$ cat src/rtl/axi_lite_pkg.sv
// Shared types for the AXI4-Lite register file slave.
//   resp_t     : AXI response codes
//   wr_state_t : write channel FSM states
//   rd_state_t : read channel FSM states
//   addr_lsb() : byte-offset bits ignored when decoding a register index
package axi_lite_pkg;

   typedef enum logic [1:0] {
      OKAY   = 2'b00,
      EXOKAY = 2'b01,
      SLVERR = 2'b10,
      DECERR = 2'b11
   } resp_t;

   typedef enum logic [1:0] {
      WR_IDLE,
      WR_WAIT_W,
      WR_WAIT_AW,
      WR_RESP
   } wr_state_t;

   typedef enum logic {
      RD_IDLE,
      RD_DATA
   } rd_state_t;

   function automatic int addr_lsb(input int data_width);
      return $clog2(data_width / 8);
   endfunction

endpackage

$ cat src/rtl/axi_lite_reg_array.sv
// Register storage for the AXI4-Lite slave: one byte-strobed write port,
// all registers read out in parallel.
//   clk, rst  : clock, synchronous active-high reset (loads RESET_VAL)
//   wr_en     : commit the write port this cycle
//   wr_idx    : register index (may be out of range)
//   wr_data   : write data
//   wr_strb   : byte enables, byte k replaced where wr_strb[k]=1
//   wr_ok     : wr_idx names an existing, bus-writable register
//   regs      : flat register contents, reg i at [i*DATA_WIDTH +: DATA_WIDTH]
//   wr_pulse  : bit i high for the cycle after register i was committed
module axi_lite_reg_array
   import axi_lite_pkg::*;
#(
   parameter int                             DATA_WIDTH = 32,
   parameter int                             NUM_REGS   = 16,
   parameter int                             IDX_W      = 10,
   parameter logic [NUM_REGS-1:0]            RO_MASK    = '0,
   parameter logic [NUM_REGS*DATA_WIDTH-1:0] RESET_VAL  = '0
) (
   input  logic                             clk,
   input  logic                             rst,
   input  logic                             wr_en,
   input  logic [IDX_W-1:0]                 wr_idx,
   input  logic [DATA_WIDTH-1:0]            wr_data,
   input  logic [DATA_WIDTH/8-1:0]          wr_strb,
   output logic                             wr_ok,
   output logic [NUM_REGS*DATA_WIDTH-1:0]   regs,
   output logic [NUM_REGS-1:0]              wr_pulse
);

   localparam int NB = DATA_WIDTH / 8;

   logic [DATA_WIDTH-1:0] mem [NUM_REGS];
   logic [NUM_REGS-1:0]   hit;

   // One-hot decode that already excludes read-only and out-of-range indices,
   // so a zero vector means the write must be rejected.
   always_comb begin
      hit = '0;
      for (int i = 0; i < NUM_REGS; i++) begin
         if (wr_idx == IDX_W'(i) && !RO_MASK[i]) hit[i] = 1'b1;
      end
   end

   assign wr_ok = |hit;

   always_ff @(posedge clk) begin
      if (rst) begin
         for (int i = 0; i < NUM_REGS; i++) mem[i] <= RESET_VAL[i*DATA_WIDTH +: DATA_WIDTH];
         wr_pulse <= '0;
      end else begin
         // Pulse fires even with an all-zero strobe: the write was accepted.
         wr_pulse <= wr_en ? hit : '0;
         for (int i = 0; i < NUM_REGS; i++) begin
            for (int k = 0; k < NB; k++) begin
               if (wr_en && hit[i] && wr_strb[k]) mem[i][k*8 +: 8] <= wr_data[k*8 +: 8];
            end
         end
      end
   end

   for (genvar g = 0; g < NUM_REGS; g++) begin : g_out
      assign regs[g*DATA_WIDTH +: DATA_WIDTH] = mem[g];
   end

endmodule

$ cat src/rtl/axi_lite_regfile_slave.sv
// AXI4-Lite slave in front of a parametrised register file. Write and read
// channels run independently; AW and W may arrive in either order.
//   clk, rst                 : clock, synchronous active-high reset
//   aw*/w*/b*                : AXI4-Lite write address, data, response
//   ar*/r*                   : AXI4-Lite read address, data
//   regs_o                   : all registers, reg i at [i*DATA_WIDTH +: DATA_WIDTH]
//   wr_pulse_o               : bit i high on the cycle register i is updated
//
// state       | meaning
// WR_IDLE     | ready for AW and W
// WR_WAIT_W   | address held, waiting for data
// WR_WAIT_AW  | data/strobes held, waiting for address
// WR_RESP     | write committed; bvalid raised next cycle, held until bready
// RD_IDLE     | ready for AR
// RD_DATA     | rdata/rresp held until rready
module axi_lite_regfile_slave
   import axi_lite_pkg::*;
#(
   parameter int                             DATA_WIDTH = 32,
   parameter int                             ADDR_WIDTH = 12,
   parameter int                             NUM_REGS   = 16,
   parameter logic [NUM_REGS-1:0]            RO_MASK    = '0,
   parameter logic [NUM_REGS*DATA_WIDTH-1:0] RESET_VAL  = '0
) (
   input  logic                           clk,
   input  logic                           rst,
   input  logic [ADDR_WIDTH-1:0]          awaddr,
   input  logic                           awvalid,
   output logic                           awready,
   input  logic [DATA_WIDTH-1:0]          wdata,
   input  logic [DATA_WIDTH/8-1:0]        wstrb,
   input  logic                           wvalid,
   output logic                           wready,
   output logic [1:0]                     bresp,
   output logic                           bvalid,
   input  logic                           bready,
   input  logic [ADDR_WIDTH-1:0]          araddr,
   input  logic                           arvalid,
   output logic                           arready,
   output logic [DATA_WIDTH-1:0]          rdata,
   output logic [1:0]                     rresp,
   output logic                           rvalid,
   input  logic                           rready,
   output logic [NUM_REGS*DATA_WIDTH-1:0] regs_o,
   output logic [NUM_REGS-1:0]            wr_pulse_o
);

   localparam int ADDR_LSB = addr_lsb(DATA_WIDTH);
   localparam int IDX_W    = ADDR_WIDTH - ADDR_LSB;
   localparam int STRB_W   = DATA_WIDTH / 8;

   wr_state_t             wr_state;
   rd_state_t             rd_state;
   logic [IDX_W-1:0]      aw_idx_q;
   logic [DATA_WIDTH-1:0] wdata_q;
   logic [STRB_W-1:0]     wstrb_q;

   logic                  aw_hs, w_hs;
   logic                  wr_en, wr_ok;
   logic [IDX_W-1:0]      wr_idx;
   logic [DATA_WIDTH-1:0] wr_data;
   logic [STRB_W-1:0]     wr_strb;
   resp_t                 wr_resp;

   logic [IDX_W-1:0]      rd_idx;
   logic                  rd_hit;
   logic [DATA_WIDTH-1:0] rd_val;

   logic                  unused_addr_lsbs;
   assign unused_addr_lsbs = ^{awaddr[ADDR_LSB-1:0], araddr[ADDR_LSB-1:0]};

   assign aw_hs = awvalid && awready;
   assign w_hs  = wvalid && wready;

   // Write port mux: whichever half arrived earlier comes from its latch,
   // the half completing now comes straight from the bus.
   always_comb begin
      wr_en   = 1'b0;
      wr_idx  = awaddr[ADDR_WIDTH-1:ADDR_LSB];
      wr_data = wdata;
      wr_strb = wstrb;
      case (wr_state)
         WR_IDLE:    wr_en = aw_hs && w_hs;
         WR_WAIT_W: begin
            wr_en  = w_hs;
            wr_idx = aw_idx_q;
         end
         WR_WAIT_AW: begin
            wr_en   = aw_hs;
            wr_data = wdata_q;
            wr_strb = wstrb_q;
         end
         default:    wr_en = 1'b0;
      endcase
   end

   assign wr_resp = wr_ok ? OKAY : SLVERR;

   axi_lite_reg_array #(
      .DATA_WIDTH (DATA_WIDTH),
      .NUM_REGS   (NUM_REGS),
      .IDX_W      (IDX_W),
      .RO_MASK    (RO_MASK),
      .RESET_VAL  (RESET_VAL)
   ) u_reg_array (
      .clk      (clk),
      .rst      (rst),
      .wr_en    (wr_en),
      .wr_idx   (wr_idx),
      .wr_data  (wr_data),
      .wr_strb  (wr_strb),
      .wr_ok    (wr_ok),
      .regs     (regs_o),
      .wr_pulse (wr_pulse_o)
   );

   always_ff @(posedge clk) begin
      if (rst) begin
         wr_state <= WR_IDLE;
         awready  <= 1'b1;
         wready   <= 1'b1;
         bvalid   <= 1'b0;
         bresp    <= OKAY;
         aw_idx_q <= '0;
         wdata_q  <= '0;
         wstrb_q  <= '0;
      end else begin
         case (wr_state)
            WR_IDLE: begin
               if (aw_hs && w_hs) begin
                  awready  <= 1'b0;
                  wready   <= 1'b0;
                  bresp    <= wr_resp;
                  wr_state <= WR_RESP;
               end else if (aw_hs) begin
                  aw_idx_q <= awaddr[ADDR_WIDTH-1:ADDR_LSB];
                  awready  <= 1'b0;
                  wr_state <= WR_WAIT_W;
               end else if (w_hs) begin
                  wdata_q  <= wdata;
                  wstrb_q  <= wstrb;
                  wready   <= 1'b0;
                  wr_state <= WR_WAIT_AW;
               end
            end
            WR_WAIT_W: begin
               if (w_hs) begin
                  wready   <= 1'b0;
                  bresp    <= wr_resp;
                  wr_state <= WR_RESP;
               end
            end
            WR_WAIT_AW: begin
               if (aw_hs) begin
                  awready  <= 1'b0;
                  bresp    <= wr_resp;
                  wr_state <= WR_RESP;
               end
            end
            WR_RESP: begin
               // First cycle here is the commit-pulse cycle; bvalid follows.
               if (!bvalid) begin
                  bvalid <= 1'b1;
               end else if (bready) begin
                  bvalid   <= 1'b0;
                  awready  <= 1'b1;
                  wready   <= 1'b1;
                  wr_state <= WR_IDLE;
               end
            end
            default: wr_state <= WR_IDLE;
         endcase
      end
   end

   assign rd_idx = araddr[ADDR_WIDTH-1:ADDR_LSB];

   always_comb begin
      rd_hit = 1'b0;
      rd_val = '0;
      for (int i = 0; i < NUM_REGS; i++) begin
         if (rd_idx == IDX_W'(i)) begin
            rd_hit = 1'b1;
            rd_val = regs_o[i*DATA_WIDTH +: DATA_WIDTH];
         end
      end
   end

   // Captures the pre-edge register value, so a read accepted on a commit
   // edge returns the old contents.
   always_ff @(posedge clk) begin
      if (rst) begin
         rd_state <= RD_IDLE;
         arready  <= 1'b1;
         rvalid   <= 1'b0;
         rdata    <= '0;
         rresp    <= OKAY;
      end else begin
         case (rd_state)
            RD_IDLE: begin
               if (arvalid && arready) begin
                  rdata    <= rd_hit ? rd_val : '0;
                  rresp    <= rd_hit ? OKAY : SLVERR;
                  rvalid   <= 1'b1;
                  arready  <= 1'b0;
                  rd_state <= RD_DATA;
               end
            end
            RD_DATA: begin
               if (rvalid && rready) begin
                  rvalid   <= 1'b0;
                  arready  <= 1'b1;
                  rd_state <= RD_IDLE;
               end
            end
            default: rd_state <= RD_IDLE;
         endcase
      end
   end

endmodule

$ cat config.mk
export PLATFORM = sky130hd
export DESIGN_NAME = axi_lite_regfile_slave
export DESIGN_NICKNAME = d
export VERILOG_FILES = /design/src/rtl/axi_lite_pkg.sv /design/src/rtl/axi_lite_reg_array.sv /design/src/rtl/axi_lite_regfile_slave.sv
export SDC_FILE = /design/constraint.sdc
export NUM_CORES = 1
export LEC_CHECK = 0
export CAP_MARGIN = 20
export CORE_UTILIZATION = 35
export CTS_BUF_LIST = sky130_fd_sc_hd__clkbuf_4
export DETAILED_ROUTE_END_ITERATION = 8
export DONT_BUFFER_PORTS = 1
export GPL_ROUTABILITY_DRIVEN = 1
export GPL_TIMING_DRIVEN = 1
export PLACE_DENSITY = 0.54
export SYNTH_ARGS = -nofsm -noshare
export SYNTH_HDL_FRONTEND = slang
export SYNTH_SLANG_ARGS = --single-unit
$ cat constraint.sdc
create_clock -name clk -period 3.5 [get_ports clk]
set_clock_uncertainty 0.1 [all_clocks]
set_input_delay 0.35 -clock clk [delete_from_list [all_inputs] [get_ports clk]]
set_output_delay 0.35 -clock clk [all_outputs]
set_load 0.02 [all_outputs]
Fig. 1: run 1, gate-type map
Scale: 1.5 px per um.
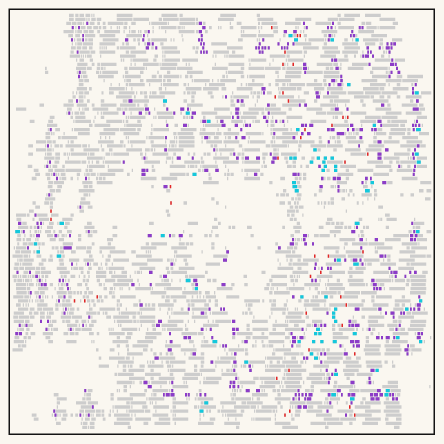
- cyan: non-inverting ao/oa cells (cells 74)
- purple: aoi and oai cells (cells 468; where all over the die)
- red: inv cells (cells 41)

Fig. 2: run 1, signal metal coverage by tile
Scale: 1.5 px per um. The die is cut into 28 by 28 equal tiles; white is low, dark blue is high, scaled to the fullest tile. Values are wire area over tile area, all layers added.
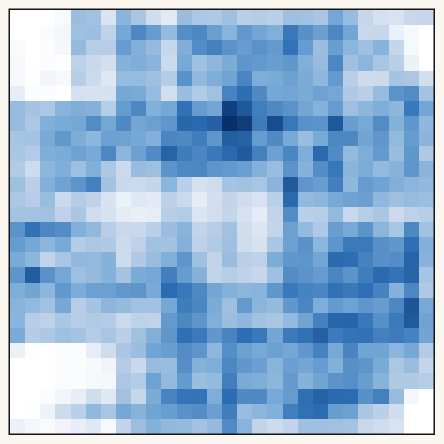
- fullest tile: 0.71
- mean over tiles: 0.31
- nearly empty tiles: 5.2%
- emptiest ninth of the die: lower left

Fig. 3: run 1, routing congestion
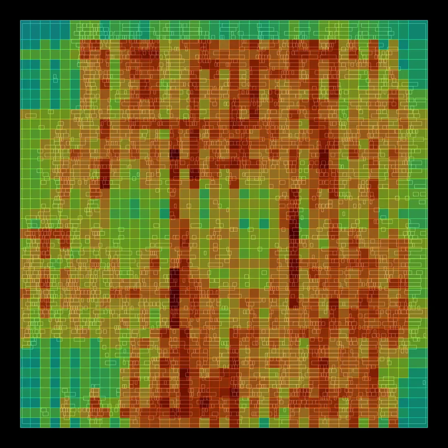
busiest grt layer: met2
Total Routing Usage GR: 0.339

==> flow_results.org, run 1 <==
#+TITLE: Implementation results

** Layout
- Flop share of the area :: 0.527
- For this run, the post-layout net count is 2781.
- After layout, the buffer instance count without clock buffers stands at 291.
- Of all the cell area in the finished design, the clock network holds 0.0686.
- Comb/total area :: 0.277
- FF+latch area :: 17500 sq um
- Among all cell classes, the greatest summed area belongs to flip-flops and latches.

** Pwr
- Power density over the cells :: 576 nW/um^2

** Yosys
- Yosys adder share :: 0.00227
- Number of enable-type register cells in the synthesized netlist :: 512
- Main area contributors after synthesis :: sky130_fd_sc_hd__edfxtp_1, sky130_fd_sc_hd__dfxtp_1, sky130_fd_sc_hd__nor2_1, sky130_fd_sc_hd__nand2_1, sky130_fd_sc_hd__a21oi_1
- For this run, the register share of the synthesized area comes to 0.635.
- Post-Synth AOI/OAI Area :: 0.128
- Before any placement, the netlist area is recorded as 27500 sq um.
- Of all cell types, the one taking the most synthesized area is sky130_fd_sc_hd__edfxtp_1.

** Hold path
- In the hold timing report, the worst path depth is 4.
- STA reports the tightest min-delay check as being of type in -> reg.

** Flow run
- Max-cap violations in this run came to 0.

** Route
- TritonRoute output was used to compute an average wire per cell of 35.7 um.
- Per the detail_route log, the uppermost layer with routed signals is met5.

** Worst setup path
- The worst setup path is of the in -> reg kind.
- The worst setup path is launched from an input port.
- Critical-path cell list :: dlygate4sd3_1 > nand2_1 > nor3_2 > dlygate4sd3_1 > buf_12 > o21ai_0 > dlygate4sd3_1 > a31oi_1 > dlygate4sd3_1
- Length in cells of the worst reg-to-reg path :: 7

** Floorplanning
- Full die area :: 79700 sq um
- I/O pin total :: 636

** Final timing
- Dividing the final minimum period by the clock period gives 0.992.
- Final tally of max-slew violations :: 0
- Sum of negative setup slack :: 0 ns
- Endpoints failing hold :: 0
- Based on the critical path, the design can be clocked at up to 288 MHz.
- The tightest hold path in the finished design has a slack of 0.0851 ns.
- Setup repair after global routing left no endpoint under its margin.

** Clock network
- Insertion delay to the later sink of the worst-skew pair :: 1.08 ns
- Buffers inserted to repair hold after CTS numbered 173.
- The tree is rooted in a sky130_fd_sc_hd__clkbuf_4.

** Outcome
- The flow ran to the end, and the final reports show no timing, DRC or antenna violations.

** Global route
- For this run, global-route usage on met2 was measured as 0.524.
- The initial antenna violation count was 7.
- The first global-routing pass estimated 185 mm of wire.
==> run 1: state kept, by name, summed over array words and instances, names as in the netlist, 2 cells and up <==
name,flops
aw_idx_q,10
wr_state,2
wdata_q,32
u_reg_array.mem,512
rdata,32
u_reg_array.wr_pulse,16
wstrb_q,4
==> run 1: worst max-delay path, delay by kind of cell <==
kind	cells	cell delay [ns]
buffers and inverters	5	3.16
and+or+nand+nor	2	0.60
AOI/OAI and AO/OA	2	0.23
==> run 1: power breakdown <==
| group | switching [uW] | internal (uW) |
|---|---|---|
| Combinational | 1760 | 813 |
| Sequential | 1030 | 8530 |
| Clock | 3350 | 3590 |
| Total | 6140 | 12900 |
Fig. 4: run 1, clock distribution
Scale: 1.5 px per um.
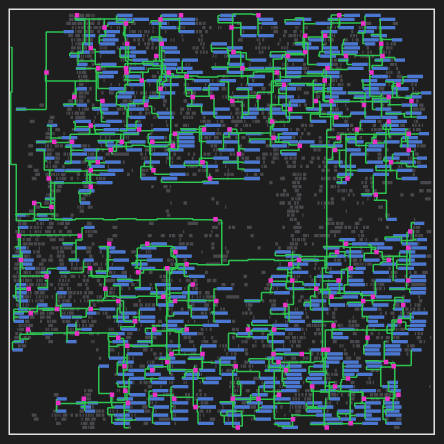

==> run 1 -> run 2 <==
CORE_UTILIZATION = 25   (was 35)
PLACE_DENSITY = 0.43   (was 0.54)
Fig. 5: run 2, clock distribution
Scale: 1.5 px per um.
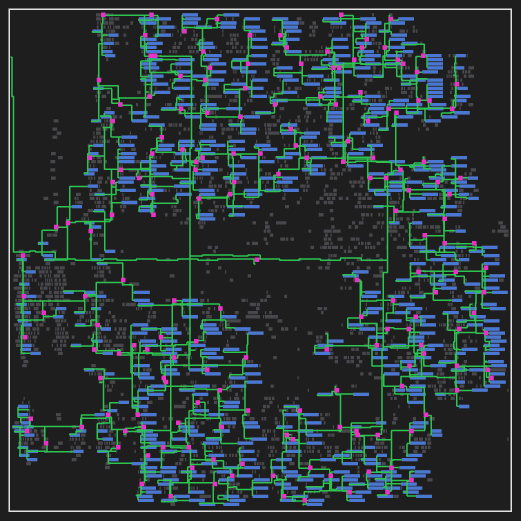
- blue: flip-flops (count 616)
- magenta: clock drivers (count 179)
- green: clock wires (length 10400 um)
- routed clock nets: 180
- flops lie: all over the die
part of the power in the clock network: 0.365
insertion delay to the later sink of the worst-skew pair: 1.11 ns

Fig. 6: run 2, signal metal coverage by tile
Scale: 1 px per um. The die is cut into 33 by 33 equal tiles; white is low, dark blue is high, scaled to the fullest tile. Values are wire area over tile area, all layers added.
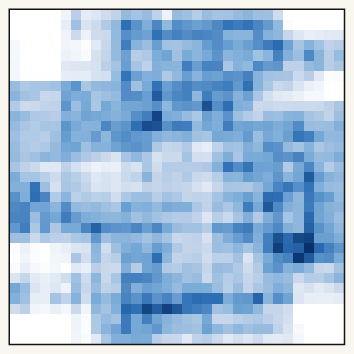
- mean over tiles: 0.24
- tiles over half the peak: 27%
- fullest tile: 0.63
- nearly empty tiles: 8.0%

==> flow_results.org, run 2 <==
#+TITLE: Implementation results

** Pwr
- Clock network power consumption :: 7040 uW
- Switching power as a fraction of the total was reported as 0.326.
- Overall power consumption after layout is estimated at 19300 uW.
- Pint :: 13000 uW
- The power report attributes to the sequential group a share of 0.498.
- Comb power :: 2650 uW
- The script computed a power per unit cell area of 572 nW/um^2.
- Power of the sequential group :: 9610 uW

** Worst setup path
- Length in cells of the worst reg-to-reg path :: 9
- Walking the worst path, the cells encountered are dlygate4sd3_1 > nor2_1 > dlygate4sd3_1 > buf_4 > nand3_1 > buf_4 > a211oi_1 > o221ai_1 > a221oi_1 > dlygate4sd3_1 > a2111oi_2.
- Kind of cell adding the most delay to the critical path :: buffers and inverters
- Critical path startpoint category :: input port
- Buf/Inv on CP :: 5
- Number of logic stages on the critical path including buffering :: 11
- Worst setup path class :: in -> reg

** Layout
- u_reg_array.mem holds more flip-flops than any other register.
- Leaving out fill and tap cells, the most frequent cell in the layout is sky130_fd_sc_hd__edfxtp_1.
- Max reg flops :: 512
- Final-stage net count :: 2807
- The top cell types in the final layout, fill and taps aside, are sky130_fd_sc_hd__edfxtp_1, sky130_fd_sc_hd__nor2_1, sky130_fd_sc_hd__clkbuf_4.

** Final timing
- The final layout reports a setup TNS of 0 ns.
- Final hold analysis gives a worst-case slack of 0.122 ns.
- Upper clock frequency limit :: 288 MHz
- Endpoints failing hold :: 0
- Post-route clock period utilization :: 0.993
- In the final report, the number of pins over their slew limit comes to 0.
- Unrepaired setup endpoints after global routing :: false

** Floorplanning
- In this run the count of I/O pins placed on the die edge is 636.

** Route
- Routed wire per std cell :: 36.1 um
- Routed signal wires occupy layers up through met5.

** Outcome
- The run finished with clean final reports.

** Place
- The final weighted congestion recorded by global placement is 0.943.

** Yosys
- Main area contributors after synthesis :: sky130_fd_sc_hd__edfxtp_1, sky130_fd_sc_hd__dfxtp_1, sky130_fd_sc_hd__nor2_1, sky130_fd_sc_hd__nand2_1, sky130_fd_sc_hd__a21oi_1
- Summed instance area of the synthesized netlist :: 27500 sq um
- Number of enable-type register cells in the synthesized netlist :: 512
- Sorting the Yosys area breakdown by cell type puts at the top sky130_fd_sc_hd__edfxtp_1.
- Per Yosys stat, the portion of area used by sequential elements is 0.635.

** Hold path
- Counting instances, the worst hold path has a depth of 7.

** Global route
- Met2 track utilization from global routing :: 0.424
- Total global-route track usage over all layers is 0.271.
- The initial antenna violation count is 18.
- Busiest grt layer :: met2

** Flow run
- Tally of max-capacitance violations :: 0
[run 2: area by class of cell]
cell class | count | area, sq um | share of cell area
tap | 1414 | 1770 | 0.0524
clock buffer | 261 | 1960 | 0.0580
inverter | 41 | 154 | 0.00456
clock inverter | 60 | 347 | 0.0103
sequential | 616 | 17500 | 0.517
antenna | 9 | 22.5 | 0.000667
multi-input combinational | 1586 | 9160 | 0.271
timing repair buffer | 311 | 2890 | 0.0857
[run 2: kinds of logic after synthesis]
kind of cell | count (synthesis) | synth area share
fa+ha+maj | 5 | 0.00227
mux | 104 | 0.0413
flops | 616 | 0.635
buf+inv | 225 | 0.0348
compound gates | 542 | 0.128
other cells | 1 | 0.000136
simple gates | 933 | 0.159
[run 2: what timing repair did]
action,4_1_cts,5_1_grt
endpoints found under the hold margin,1128,0
hold buffers,159,0
setup buffers,0,0
==> run 2 -> run 3 <==
TNS_END_PERCENT = 50   (was unset)
Fig. 7: run 3, signal metal coverage by tile
Scale: 1 px per um. The die is cut into 33 by 33 equal tiles; white is low, dark blue is high, scaled to the fullest tile. Values are wire area over tile area, all layers added.
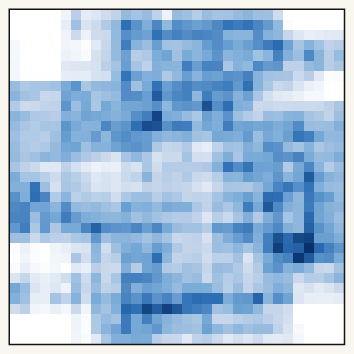
- nearly empty tiles: 8.0%
- fullest tile: 0.63
- tiles over half the peak: 27%
- mean over tiles: 0.24

Fig. 8: run 3, routing congestion
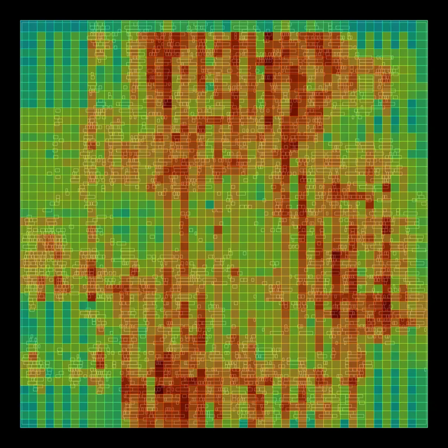
routing usage on met3: 0.142
met2 track utilization from global routing: 0.424

==> flow_results.org, run 3 <==
#+TITLE: Implementation results

** Pwr
- Combinational group share of total power :: 0.137
- Switching share of power :: 0.326
- Sw power :: 6300 uW
- Total power for the finished layout comes to 19300 uW.
- Sequential Power Share :: 0.498
- Power attributed to combinational cells is 2650 uW.
- Dividing total power by cell area gives a power density of 572 nW/um^2.
- Ranked by power, first place goes to registers.

** Yosys
- sky130_fd_sc_hd__edfxtp_1 takes more of the synthesized area than any other cell.
- Number of enable-type register cells in the synthesized netlist :: 512
- Simple share :: 0.159
- Sorting the synthesized cells by area gives the leading types as sky130_fd_sc_hd__edfxtp_1, sky130_fd_sc_hd__dfxtp_1, sky130_fd_sc_hd__nor2_1, sky130_fd_sc_hd__nand2_1, sky130_fd_sc_hd__a21oi_1.
- In this run, the synthesized area fraction spent on AND-OR/OR-AND gates is recorded as 0.128.
- XOR/XNOR Fraction of Synth Area :: 0
- Among the non-sequential cells, simple AND/OR/NAND/NOR gates take the most area.

** Outcome
- The run finished with clean final reports.

** Worst setup path
- Length in cells of the worst reg-to-reg path :: 9
- Kind of cell adding the most delay to the critical path :: buffers and inverters
- Counting both buffers and inverters, the worst setup path holds a total of 5.
- STA classifies the critical path startpoint as an input port.

** Layout
- At the end of the flow, the number of nets in the layout was 2807.
- Ranking logic cells in the layout by count gives the top entries sky130_fd_sc_hd__edfxtp_1, sky130_fd_sc_hd__nor2_1, sky130_fd_sc_hd__clkbuf_4.
- By instance count after routing, the leading logic cell type is sky130_fd_sc_hd__edfxtp_1.
- Largest registers in the final layout :: u_reg_array.mem x512, rdata x32, wdata_q x32
- Largest register by flop count :: u_reg_array.mem

** Final timing
- Endpoints failing hold in the final report were tallied at 0.
- For this run, the top clock speed supported by timing is 288 MHz.
- Setup repair after global routing left no endpoint under its margin.
- Dividing the final minimum period by the clock period gives 0.993.
- Sum of negative setup slack :: 0 ns
- Final worst hold slack :: 0.122 ns

** Clock network
- Insertion delay to the later sink of the worst-skew pair :: 1.11 ns
- Post CTS Setup Buffer Count :: 0
- Cell at the root of the clock tree :: sky130_fd_sc_hd__clkbuf_4

** Hold path
- The worst hold path passes through 7 cells.
- Worst hold path type :: in -> reg

** Global route
- The first global-routing pass estimated 204 mm of wire.

** Flow run
- Tally of max-capacitance violations :: 0

** Floorplanning
- Full die area :: 111000 sq um
==> run 3: cell counts in the layout (fill, tap and decap cells not counted) <==
No cell type changed its count.
==> run 3: final cells by class <==
cell class	instances	area share
Sequential cell	616	0.517
Multi-Input combinational cell	1586	0.271
Clock buffer	261	0.0580
Tap cell	1414	0.0524
Inverter	41	0.00456
Clock inverter	60	0.0103
Antenna cell	9	0.000667
Timing Repair Buffer	311	0.0857
==> run 3: per-layer routing <==
layer / global-route usage / vias to the layer above / wire length [um]
met5: 0 / - / 13
met4: 0.0874 / 2 / 4600
met3: 0.142 / 241 / 22300
met2: 0.424 / 1562 / 70300
met1: 0.318 / 11800 / 57900
li1: - / 9615 / -
Power figures rest on the tool's default switching activity, not on a simulated workload.
